Fig. 1: gate-type map
Drawn at 4 px/um.
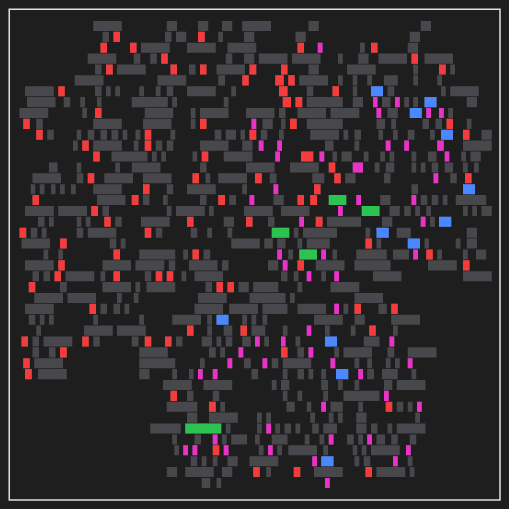
Fig. 2: sequential cells coloured by netlist name
Drawn at 4 px/um.
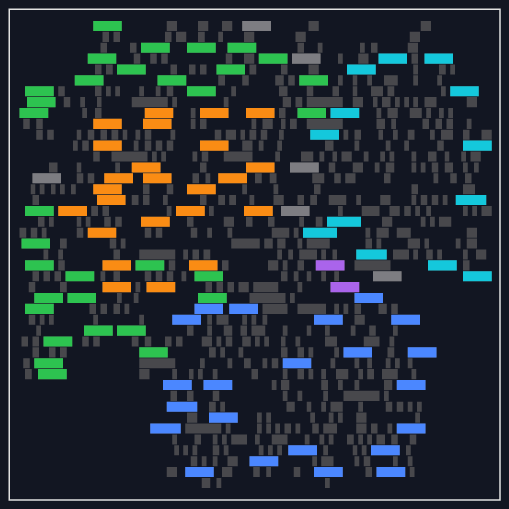
Fig. 3: metal 2
Drawn at 2 px/um. Cells faint in the background.
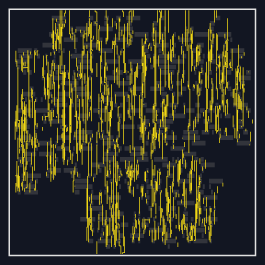
Fig. 4: congestion heat map
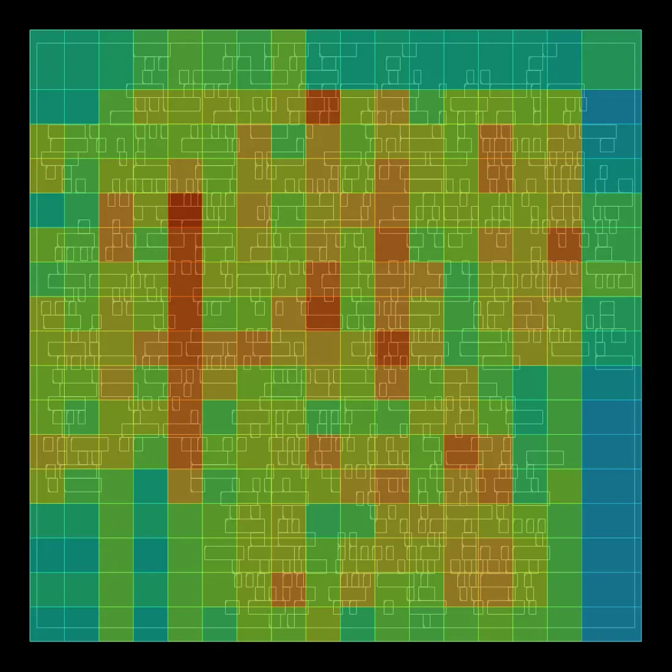
Fig. 5: close-up of the layout
Window x 41 to 81, y 66 to 106 um. Cells in grey, sequential cells in the stronger grey; small squares are vias.
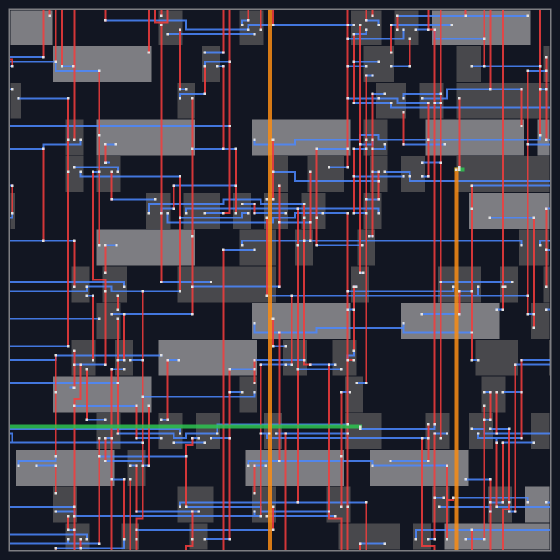
--- config.mk ---
export PLATFORM = sky130hd
export DESIGN_NAME = cl_word_assembler
export DESIGN_NICKNAME = d
export VERILOG_FILES = /design/src/rtl/cl_defs.sv /design/src/rtl/cl_word_assembler_idle_timer.sv /design/src/rtl/cl_word_assembler.sv
export SDC_FILE = /design/constraint.sdc
export NUM_CORES = 1
export LEC_CHECK = 0
export ABC_AREA = 1
export CAP_MARGIN = 0
export CELL_PAD_IN_SITES_DETAIL_PLACEMENT = 1
export CELL_PAD_IN_SITES_GLOBAL_PLACEMENT = 2
export CORE_UTILIZATION = 30
export DETAILED_ROUTE_END_ITERATION = 8
export DONT_BUFFER_PORTS = 1
export PLACE_DENSITY = 0.72
export SYNTH_ARGS = -nofsm -noshare
export SYNTH_HDL_FRONTEND = slang
export SYNTH_SLANG_ARGS = --single-unit
export TNS_END_PERCENT = 10
--- constraint.sdc ---
create_clock -name clk25 -period 1.67 [get_ports clk25]
set_input_delay 0.334 -clock clk25 [delete_from_list [all_inputs] [get_ports clk25]]
set_output_delay 0.334 -clock clk25 [all_outputs]
set_load 0.05 [all_outputs]
--- src/rtl/cl_defs.sv ---
// Shared definitions for chart metadata words, used by the assembler and the
// metadata controller.
package cl_defs;

    localparam int MAX_WORDS      = 4096;
    localparam int TIMEOUT_CYCLES = 2500000;

    typedef enum logic [2:0] {
        SYS_NOTE = 3'b000,
        SYS_END  = 3'b111
    } sys_t;

    typedef struct packed {
        sys_t        sys;        // [31:29]
        logic [5:0]  pitch;      // [28:23]
        logic [2:0]  string_no;  // [22:20]
        logic [3:0]  fret;       // [19:16]
        logic [15:0] tstamp;     // [15:0]
    } meta_word_t;

    localparam logic [31:0] END_WORD = {SYS_END, 29'd0};

    function automatic logic is_end_word(input logic [31:0] w);
        meta_word_t m;
        m = meta_word_t'(w);
        return m.sys == SYS_END;
    endfunction

endpackage

--- src/rtl/cl_word_assembler_idle_timer.sv ---
// Idle timer for a partial word: restarts on every byte, pulses expire when
// CYCLES cycles pass without one.
module cl_idle_timer #(
    parameter int CYCLES = 16
) (
    input  logic clk25,
    input  logic reset,
    input  logic run,
    input  logic clr,
    output logic expire
);

    localparam int CW = (CYCLES > 1) ? $clog2(CYCLES) : 1;
    localparam logic [CW-1:0] LAST = CW'(CYCLES - 1);

    logic [CW-1:0] cnt;

    // A byte arriving on the expiry cycle wins over the timeout.
    assign expire = run && !clr && (cnt == LAST);

    always_ff @(posedge clk25) begin
        if (reset || clr || !run || expire)
            cnt <= '0;
        else
            cnt <= cnt + 1'b1;
    end

endmodule

--- src/rtl/cl_word_assembler.sv ---
// Packs the received byte stream MSB-first into 32-bit metadata words, stops on
// an end word, and substitutes END_WORD when the word store is about to fill.
module cl_word_assembler #(
    parameter int TIMEOUT_CYCLES = 2500000,
    parameter int MAX_WORDS      = 4096,
    localparam int CW            = $clog2(MAX_WORDS) + 1
) (
    input  logic          clk25,
    input  logic          reset,
    input  logic          byte_valid,
    input  logic [7:0]    byte_data,
    output logic          write_en,
    output logic [31:0]   write_word,
    output logic [CW-1:0] word_count,
    output logic          done,
    output logic          busy,
    output logic          timeout_err,
    output logic          overflow_err
);

    import cl_defs::*;

    typedef enum logic {COLLECT, DONE} state_t;

    localparam logic [CW-1:0] LAST_SLOT = CW'(MAX_WORDS - 1);
    localparam logic [CW-1:0] FULL      = CW'(MAX_WORDS);

    state_t        state, state_n;
    logic [31:0]   shreg, shreg_n, assembled;
    logic [1:0]    byte_idx, idx_n;
    logic          wen_n, done_n, terr_n, oerr_n;
    logic [31:0]   wword_n;
    logic [CW-1:0] cnt_n;
    logic          accept, expire;

    assign accept = byte_valid && (state == COLLECT);

    cl_idle_timer #(.CYCLES(TIMEOUT_CYCLES)) u_timer (
        .clk25  (clk25),
        .reset  (reset),
        .run    ((byte_idx != 2'd0) && (state == COLLECT)),
        .clr    (accept),
        .expire (expire)
    );

    always_comb begin
        state_n   = state;
        shreg_n   = shreg;
        idx_n     = byte_idx;
        wen_n     = 1'b0;
        wword_n   = write_word;
        cnt_n     = word_count;
        done_n    = done;
        terr_n    = timeout_err;
        oerr_n    = overflow_err;
        assembled = {shreg[23:0], byte_data};
        if (state == COLLECT) begin
            if (accept) begin
                shreg_n = assembled;
                idx_n   = byte_idx + 2'd1;
                if (byte_idx == 2'd3) begin
                    wen_n   = 1'b1;
                    shreg_n = '0;
                    cnt_n   = (word_count == FULL) ? word_count : word_count + 1'b1;
                    wword_n = assembled;
                    if (is_end_word(assembled)) begin
                        done_n  = 1'b1;
                        state_n = DONE;
                    end else if (word_count == LAST_SLOT) begin
                        // Last free slot must hold an end word.
                        wword_n = END_WORD;
                        done_n  = 1'b1;
                        oerr_n  = 1'b1;
                        state_n = DONE;
                    end
                end
            end else if (expire) begin
                idx_n   = 2'd0;
                shreg_n = '0;
                terr_n  = 1'b1;
            end
        end
    end

    always_ff @(posedge clk25) begin
        if (reset) begin
            state        <= COLLECT;
            shreg        <= '0;
            byte_idx     <= 2'd0;
            write_en     <= 1'b0;
            write_word   <= '0;
            word_count   <= '0;
            done         <= 1'b0;
            busy         <= 1'b0;
            timeout_err  <= 1'b0;
            overflow_err <= 1'b0;
        end else begin
            state        <= state_n;
            shreg        <= shreg_n;
            byte_idx     <= idx_n;
            write_en     <= wen_n;
            write_word   <= wword_n;
            word_count   <= cnt_n;
            done         <= done_n;
            busy         <= (idx_n != 2'd0);
            timeout_err  <= terr_n;
            overflow_err <= oerr_n;
        end
    end

endmodule

==> run summary <==
fresh numbers from the pnr run: mapped cell area=4343 sq um, gp weighted congestion=0.7697, slew margin rel.=63.71%, fp_density=31.05%, flop-to-flop setup slack=90 ps, Final Power=0.004615 W, fillers=1759, Area after DPL=4765 sq um, Post-Syn Nets=604, Sw Share=24.70%, DP HPWL=8359 um, count of library flops with an enable pin=0, cell mode on critical path=nor2_4, Late-Pin Clk Latency=350 ps, worst setup path end=u_timer.cnt[16]$_SDFF_PP0_, Crit path buffers/inverters=1, family with the most delay on the worst path=simple AND/OR/NAND/NOR gates, Worst Skew=6.812 ps, busiest grt layer=met2, via count=3859, Tapcells=180, Top logic family=simple AND/OR/NAND/NOR gates, top cell category=logic gates, critical path fanouts, max=6, gr usage total=16.95%, Cells after DPL=781, cts repair resizes=0, met3 GRT Util=3.717%, total gr overflow=0, Startpoint Class=flip-flop, worst setup path start=u_timer.cnt[1]$_SDFF_PP0_, cell type with the largest total area=dfxtp_1, Comb pwr share=4.1%, status=finished clean, port bufs=0, yosys stat chip area=4343 sq um, top routing layer used=met4, Post-Route WL=11730 um, Post CTS Setup Buffer Count=0, final antenna-violating net count=0, clock share of power=42.3%, Comb gates=403, fin cells=799, cells after synthesis=588, dominant logic cell types in the final layout=nand2_1 (113), dfxtp_1 (93), nor2_1 (62), inv_1 (53), a21oi_1 (52), worst vdd ir=469.4 uV, Clock Path Buffers=2, Final Critical Period=1580 ps, WL met2=5432 um, routed len/inst=14.68 um, Worst Hold Class=input port to flip-flop, maximum number of pins on one net before global-route repair=43, CTS tree=yes, initial antenna violation count=0, Seq power=0.00247 W, Setup WS pre-CTS=8.701 ps, Worst path slowest cell=dfxtp_2, Post-synth top cells=nand2_1 (115), dfxtp_1 (99), nor2_1 (62), inv_1 (54), a21oi_1 (52), Hold EP=word_count[5]$_SDFFE_PP0P_, P_sw=0.001140 W, setup ws final=90.14 ps, Critical R2R Launch=u_timer.cnt[1]$_SDFF_PP0_, Power Internal=0.003475 W, wire length on met3=532 um, Final Cycle Share=94.60%, worst-margin pin slew=543.6 ps, leakage=1.877 nW, largest cells by area after synthesis=dfxtp_1 (46%), nand2_1 (9.9%), a21oi_1 (6.0%), # Cells Yosys=588, non-clk buf share=7.087%, Area leader share=45.64%, Layout area overhead=17.08%, first-pass GRT wire length=19640 um, FP Rows=43, reg2reg path depth=10, register area share after synthesis=45.64%, tool warnings=29, Async SR Flop Fraction=0%, Sequential cell area=1994 sq um, P per Cell Area=907.6 nW/um^2, number of global-route vias before repair=4048, via-per-instance ratio=4.830, clock network area share=5.241%, xor/xnor share=2.420%, Flops=99, area share of fa/ha/maj cells after synthesis=1.441%, inverters=59, setup TNS=0 ps, crit-path max cell delay=360 ps, most frequent logic cell in the layout=nand2_1, Largest register FFs=32, worst path required time=1900 ps
About Fig. 1:
- green: fa/ha/maj cells (cells 5; where centre)
- red: aoi and oai cells (cells 92)
- blue: xor and xnor cells (cells 12)
- magenta: inv cells (cells 59)

About Fig. 2:
- blue: `u_timer.cnt` (sequential cells 22)
- cyan: `word_count` (sequential cells 13)
- orange: `shreg` (sequential cells 24)
- green: `write_word` (sequential cells 32)
- purple: `byte_idx` (sequential cells 2)
- not coloured: 6

About Fig. 3:
- main direction: vertical
- wire length on this layer: 5430 um
- nets with wire on the layer: 531

About Fig. 4:
post-layout utilization of the core: 36.35%
met1 Resource Use GR: 21.92%

About Fig. 5:
- blue: metal 1
- green: metal 3
- orange: metal 4
- red: metal 2
- most frequent: dfxtp_1 (14), a21oi_1 (11)
- sequential cells in the window: 15
- netlist names of flops here include: `shreg` (8), `write_word` (3), `word_count` (2)
- cells with their middle in the window: 81

Power is estimated from default activity; no workload was simulated.
